[config.mk]
export PLATFORM = sky130hd
export DESIGN_NAME = montexp_seq
export DESIGN_NICKNAME = d
export VERILOG_FILES = /design/src/rtl/montexp_pkg.sv /design/src/rtl/montexp_opmux.sv /design/src/rtl/montexp_seq.sv
export SDC_FILE = /design/constraint.sdc
export NUM_CORES = 2
export LEC_CHECK = 0
export ABC_AREA = 1
export CAP_MARGIN = 20
export CORE_AREA = 2 2 692 694
export CTS_BUF_LIST = sky130_fd_sc_hd__clkbuf_4 sky130_fd_sc_hd__clkbuf_8 sky130_fd_sc_hd__clkbuf_16
export CTS_CLUSTER_SIZE = 14
export DETAILED_ROUTE_END_ITERATION = 6
export DIE_AREA = 0 0 694 696
export HOLD_SLACK_MARGIN = 0.06
export PLACE_DENSITY = 0.36
export REMOVE_ABC_BUFFERS = 1
export SYNTH_ARGS = -nofsm -noshare
export SYNTH_HDL_FRONTEND = slang
export SYNTH_HIERARCHICAL = 1
export SYNTH_SLANG_ARGS = --single-unit
[constraint.sdc]
create_clock -name clk -period 3.3 [get_ports clk]
set_clock_uncertainty 0.1 [all_clocks]
set_input_delay 0.495 -clock clk [delete_from_list [all_inputs] [get_ports clk]]
set_output_delay 0.495 -clock clk [all_outputs]
set_load 0.01 [all_outputs]
[src/rtl/montexp_pkg.sv]
// montexp_pkg: shared state/op encodings and width constants for the Montgomery exponent sequencer
package montexp_pkg;

    typedef enum logic [2:0] {
        S_IDLE  = 3'd0,
        S_LOAD  = 3'd1,
        S_ISSUE = 3'd2,
        S_WLO   = 3'd3,
        S_WHI   = 3'd4,
        S_NEXT  = 3'd5,
        S_FIN   = 3'd6
    } state_t;

    typedef enum logic [1:0] {
        OP_SQR  = 2'd0,
        OP_MUL  = 2'd1,
        OP_CONV = 2'd2
    } op_t;

    localparam int DEF_WID      = 256;
    localparam int DEF_EWID     = 256;
    localparam int DEF_ECNTWID  = 8;

    localparam int TEST_WID     = 4;
    localparam int TEST_EWID    = 4;
    localparam int TEST_ECNTWID = 2;

endpackage

[src/rtl/montexp_opmux.sv]
// montexp_opmux: registered multiplier operand select over {acc, xbar, 1}; the 1 exists only with MONTEXP_FROMMONT_EN
module montexp_opmux
    import montexp_pkg::*;
#(
    parameter int WID = DEF_WID
) (
    input  logic           clk,
    input  logic           rst,
    input  logic           load,
    input  op_t            op,
    input  logic [WID-1:0] acc,
    input  logic [WID-1:0] xbar,
    output logic [WID-1:0] mm_a,
    output logic [WID-1:0] mm_b
);

    logic [WID-1:0] bsel;

    // operand b for the pending op; operand a is always the accumulator
    always_comb begin
`ifdef MONTEXP_FROMMONT_EN
        bsel = op == OP_MUL ? xbar : op == OP_CONV ? WID'(1) : acc;
`else
        bsel = op == OP_MUL ? xbar : acc;
`endif
    end

    // operands are latched at issue and held until the next issue, covering the whole multiplier run
    always_ff @(posedge clk) begin
        if (!rst) begin
            mm_a <= '0;
            mm_b <= '0;
        end else if (load) begin
            mm_a <= acc;
            mm_b <= bsel;
        end
    end

endmodule

[src/rtl/montexp_seq.sv]
// montexp_seq: MSB-first square-and-multiply sequencer driving one shared Montgomery multiplier
// MONTEXP_FROMMONT_EN: append a multiply-by-one so the result leaves the Montgomery domain
module montexp_seq
    import montexp_pkg::*;
#(
    parameter int WID     = DEF_WID,
    parameter int EWID    = DEF_EWID,
    parameter int ECNTWID = DEF_ECNTWID
) (
    input  logic            clk,
    input  logic            rst,
    input  logic            start,
    input  logic [WID-1:0]  xbar,
    input  logic [WID-1:0]  onem,
    input  logic [EWID-1:0] e,
    output logic            busy,
    output logic            done,
    output logic [WID-1:0]  result,
    output logic [WID-1:0]  mm_a,
    output logic [WID-1:0]  mm_b,
    output logic            mm_start,
    input  logic            mm_done,
    input  logic [WID-1:0]  mm_r
);

    state_t              state;
    state_t              nxt;
    op_t                 op;
    logic [WID-1:0]      acc;
    logic [EWID-1:0]     er;
    logic [ECNTWID-1:0]  idx;
    logic                issue_go;
    logic                cap;
    logic                to_mul;
    logic                to_sqr;
    logic                to_conv;

    montexp_opmux #(.WID(WID)) u_opmux (
        .clk  (clk),
        .rst  (rst),
        .load (issue_go),
        .op   (op),
        .acc  (acc),
        .xbar (xbar),
        .mm_a (mm_a),
        .mm_b (mm_b)
    );

    // state register
    always_ff @(posedge clk) begin
        if (!rst)
            state <= S_IDLE;
        else
            state <= nxt;
    end

    // scan decision in NEXT: multiply after a squaring on a set bit, else advance to the next bit
    always_comb begin
        to_mul = op == OP_SQR && er[EWID-1];
        to_sqr = !to_mul && idx != '0;
`ifdef MONTEXP_FROMMONT_EN
        to_conv = !to_mul && !to_sqr && op != OP_CONV;
`else
        to_conv = 1'b0;
`endif
    end

    // next-state logic
    always_comb begin
        nxt = state;
        case (state)
            S_IDLE:  nxt = start ? S_LOAD : S_IDLE;
            S_LOAD:  nxt = S_ISSUE;
            S_ISSUE: nxt = mm_done ? S_WLO : S_ISSUE;
            S_WLO:   nxt = mm_done ? S_WLO : S_WHI;
            S_WHI:   nxt = mm_done ? S_NEXT : S_WHI;
            S_NEXT:  nxt = (to_mul || to_sqr || to_conv) ? S_ISSUE : S_FIN;
            S_FIN:   nxt = S_IDLE;
            default: nxt = S_IDLE;
        endcase
    end

    // state-decoded outputs and strobes
    always_comb begin
        busy     = state != S_IDLE;
        issue_go = state == S_ISSUE && mm_done;
        cap      = state == S_WHI && mm_done;
    end

    // accumulator, exponent scan registers, handshake pulse and result
    always_ff @(posedge clk) begin
        if (!rst) begin
            op       <= OP_SQR;
            acc      <= '0;
            er       <= '0;
            idx      <= '0;
            result   <= '0;
            done     <= 1'b0;
            mm_start <= 1'b0;
        end else begin
            mm_start <= issue_go;
            done     <= state == S_FIN;
            if (state == S_IDLE && start) begin
                er  <= e;
                acc <= onem;
                idx <= ECNTWID'(EWID - 1);
                op  <= OP_SQR;
            end
            if (cap)
                acc <= mm_r;
            if (state == S_NEXT) begin
                if (to_mul) begin
                    op <= OP_MUL;
                end else if (to_sqr) begin
                    idx <= idx - ECNTWID'(1);
                    er  <= er << 1;
                    op  <= OP_SQR;
                end else if (to_conv) begin
                    op <= OP_CONV;
                end
            end
            if (state == S_FIN)
                result <= acc;
        end
    end

endmodule

cell_classes.png
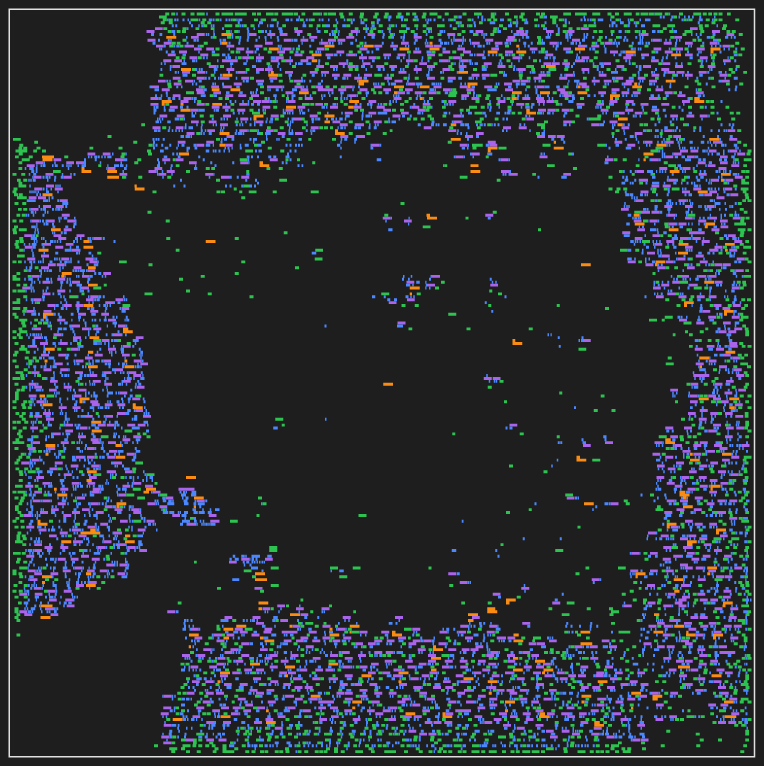
- green: other buffers and delay cells (cells 2001)
- blue: all other logic (cells 6256)
- orange: clock drivers and dummy loads (cells 297)
- purple: flops (cells 1295)
Row Count: 254
fraction of standard cell area that is sequential: 0.300
final standard cell utilization of the core: 0.181
standard cell core area: 476000 um^2
Non-Filler Cell Area, Final: 86300 um^2

density.png
Scale bar: 200 um. 35 x 35 tiles, from dark blue (low) to red (high), 0 to 100% covered.
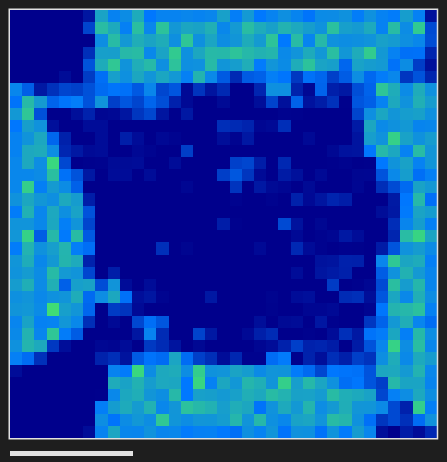
- emptiest ninth of the die: centre
- mean over tiles: 16%
- fullest tile: 51%
- nearly empty tiles: 37%

==> commit_impl_results.txt <==
Update PnR metrics after Yosys + OpenROAD run

- In this run the worst hold path is classified as primary input to register.
* Number of sequential cells in the layout: 1295
- Netlist cell types: 28
- Total grt overflow: 0
- Port Buffers: 1798
- Maximum number of pins on one net before global-route repair: 169
- Syn Inst Count: 8173
- Final routed DRC violation total: 0
- Counting flops and latches in the post-synthesis netlist gives 1295.
- Total Die Area: 483000 um^2
- Metal-1 WL: 154000 um
- The number of cells on the worst reg-to-reg path is 10.
- Primary FF master, synth: dfxtp_1
- Clk root buf: clkbuf_16
* Non-filler instance count after layout: 16.2k
- Max Fclk: 0.333 GHz
- The initial utilization of the core area, before any placement, comes to 0.115.
* Number of failing setup endpoints in the final timing report: 0
* Total Power: 43500 uW
* Top logic family: simple AND/OR/NAND/NOR gates
- Among all cell classes, the greatest summed area belongs to flip-flops and latches.
- Nets@finish: 10.8k
- Counting tap cells, the placed design contains a total of 15.8k instances.
- The clock tree synthesis step divided the H-tree into 4 levels.
* Placed cell areas: 80500 um^2
- The script computed a power per unit cell area of 504 nW/um^2.
- The most critical setup path has its startpoint at state[2].
- Heaviest power group: clock
* Area share of buffers outside the clock network: 0.237
- Cell with the most instances after synthesis: nor2_1
- First-pass GRT wire length: 511000 um
- STA lists the endpoint of the worst register-to-register path as u_opmux/mm_a[180].
- Launch instance of the worst min-delay path: mm_r[9]
- The pre-CTS setup check shows a worst slack of 0.406 ns.
* Top cells by area: dfxtp_1, nor2_1, o21ai_0
- The power report lists the sequential group at 17500 uW.
- Setup repair after global routing left no endpoint under its margin.
- According to the floorplan report, the die height is 696 um.
- Number of buffers other than clock buffers in the final layout: 2001
- Buffers inserted to repair hold after CTS numbered 3.
- Number of warning messages in the logs: 37
* Layout clock buffers: 264
- In this run the layout overhead on the synthesized area is reported as 57.6%.
- Per the synth stats, the proportion of register bits with asynchronous set or reset is 0.
- For this design the top-level I/O count stands at 1799.
- GR Layer Usage met1: 0.175
- Run status: completed
- The worst path needs 3.00 ns of the cycle, external delays included.
- Measured along the x axis, the die boundary spans 694 um.
* Combinational-cell power consumption: 6410 uW
* Commonest cells in the synthesized netlist: nor2_1, nand2_1, dfxtp_1
* MUX area fraction: 0
* ANT cells: 51
* Signal arrival time at the worst endpoint: 2.41 ns
- Sink of the worst hold path: acc[9]
- Summed over all failing endpoints, the final setup total negative slack is 0 ns.
- The clock network consumes a total of 19600 uW.
- Sequential group share of total power: 0.402
* # Max-Cap Violations: 0
- Bufs and invs on worst path: 2
* Number of cell instances after yosys synthesis: 8173
- Hold timing on the final database bottoms out at a slack of 0.175 ns.
- Of the total power, the clock network draws 0.451.
* Fraction of area in multi-input gates: 0.280
* Dominant cell area share: 0.473
- Fraction of area in clock buffers and inverters: 0.0662
- Critical path class: register to output port
* Switching part of the total: 0.290
wire_density.png
Scale bar: 200 um. 35 x 35 tiles, from dark blue (low) to red (high), scaled to the fullest tile. Values are wire area over tile area, all layers added.
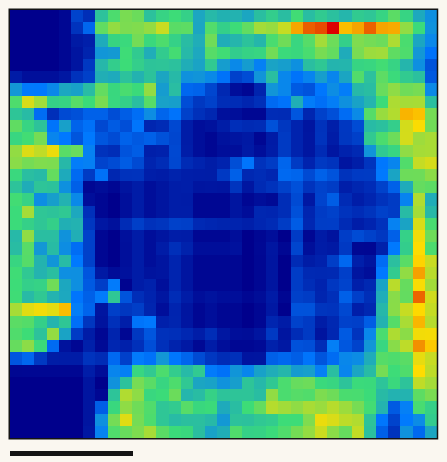
- nearly empty tiles: 12%
- fullest tile: 0.48
- emptiest ninth of the die: centre
via count: 59.4k
total detailed-routing wirelength: 390000 um
global routing usage summed across all routing layers: 0.153
average wire per standard cell: 24.1 um

final_congestion.png
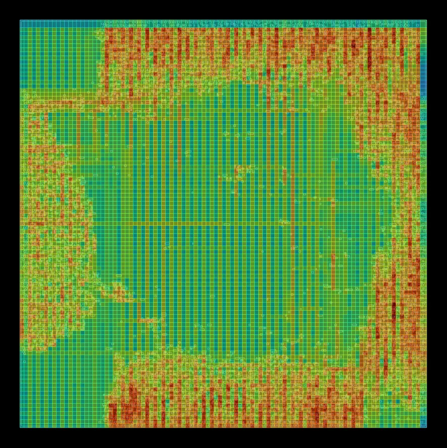
busiest grt layer: met2
global-route met2 utilization: 0.274

No activity file was given, so power comes from the tool's default toggle rates.
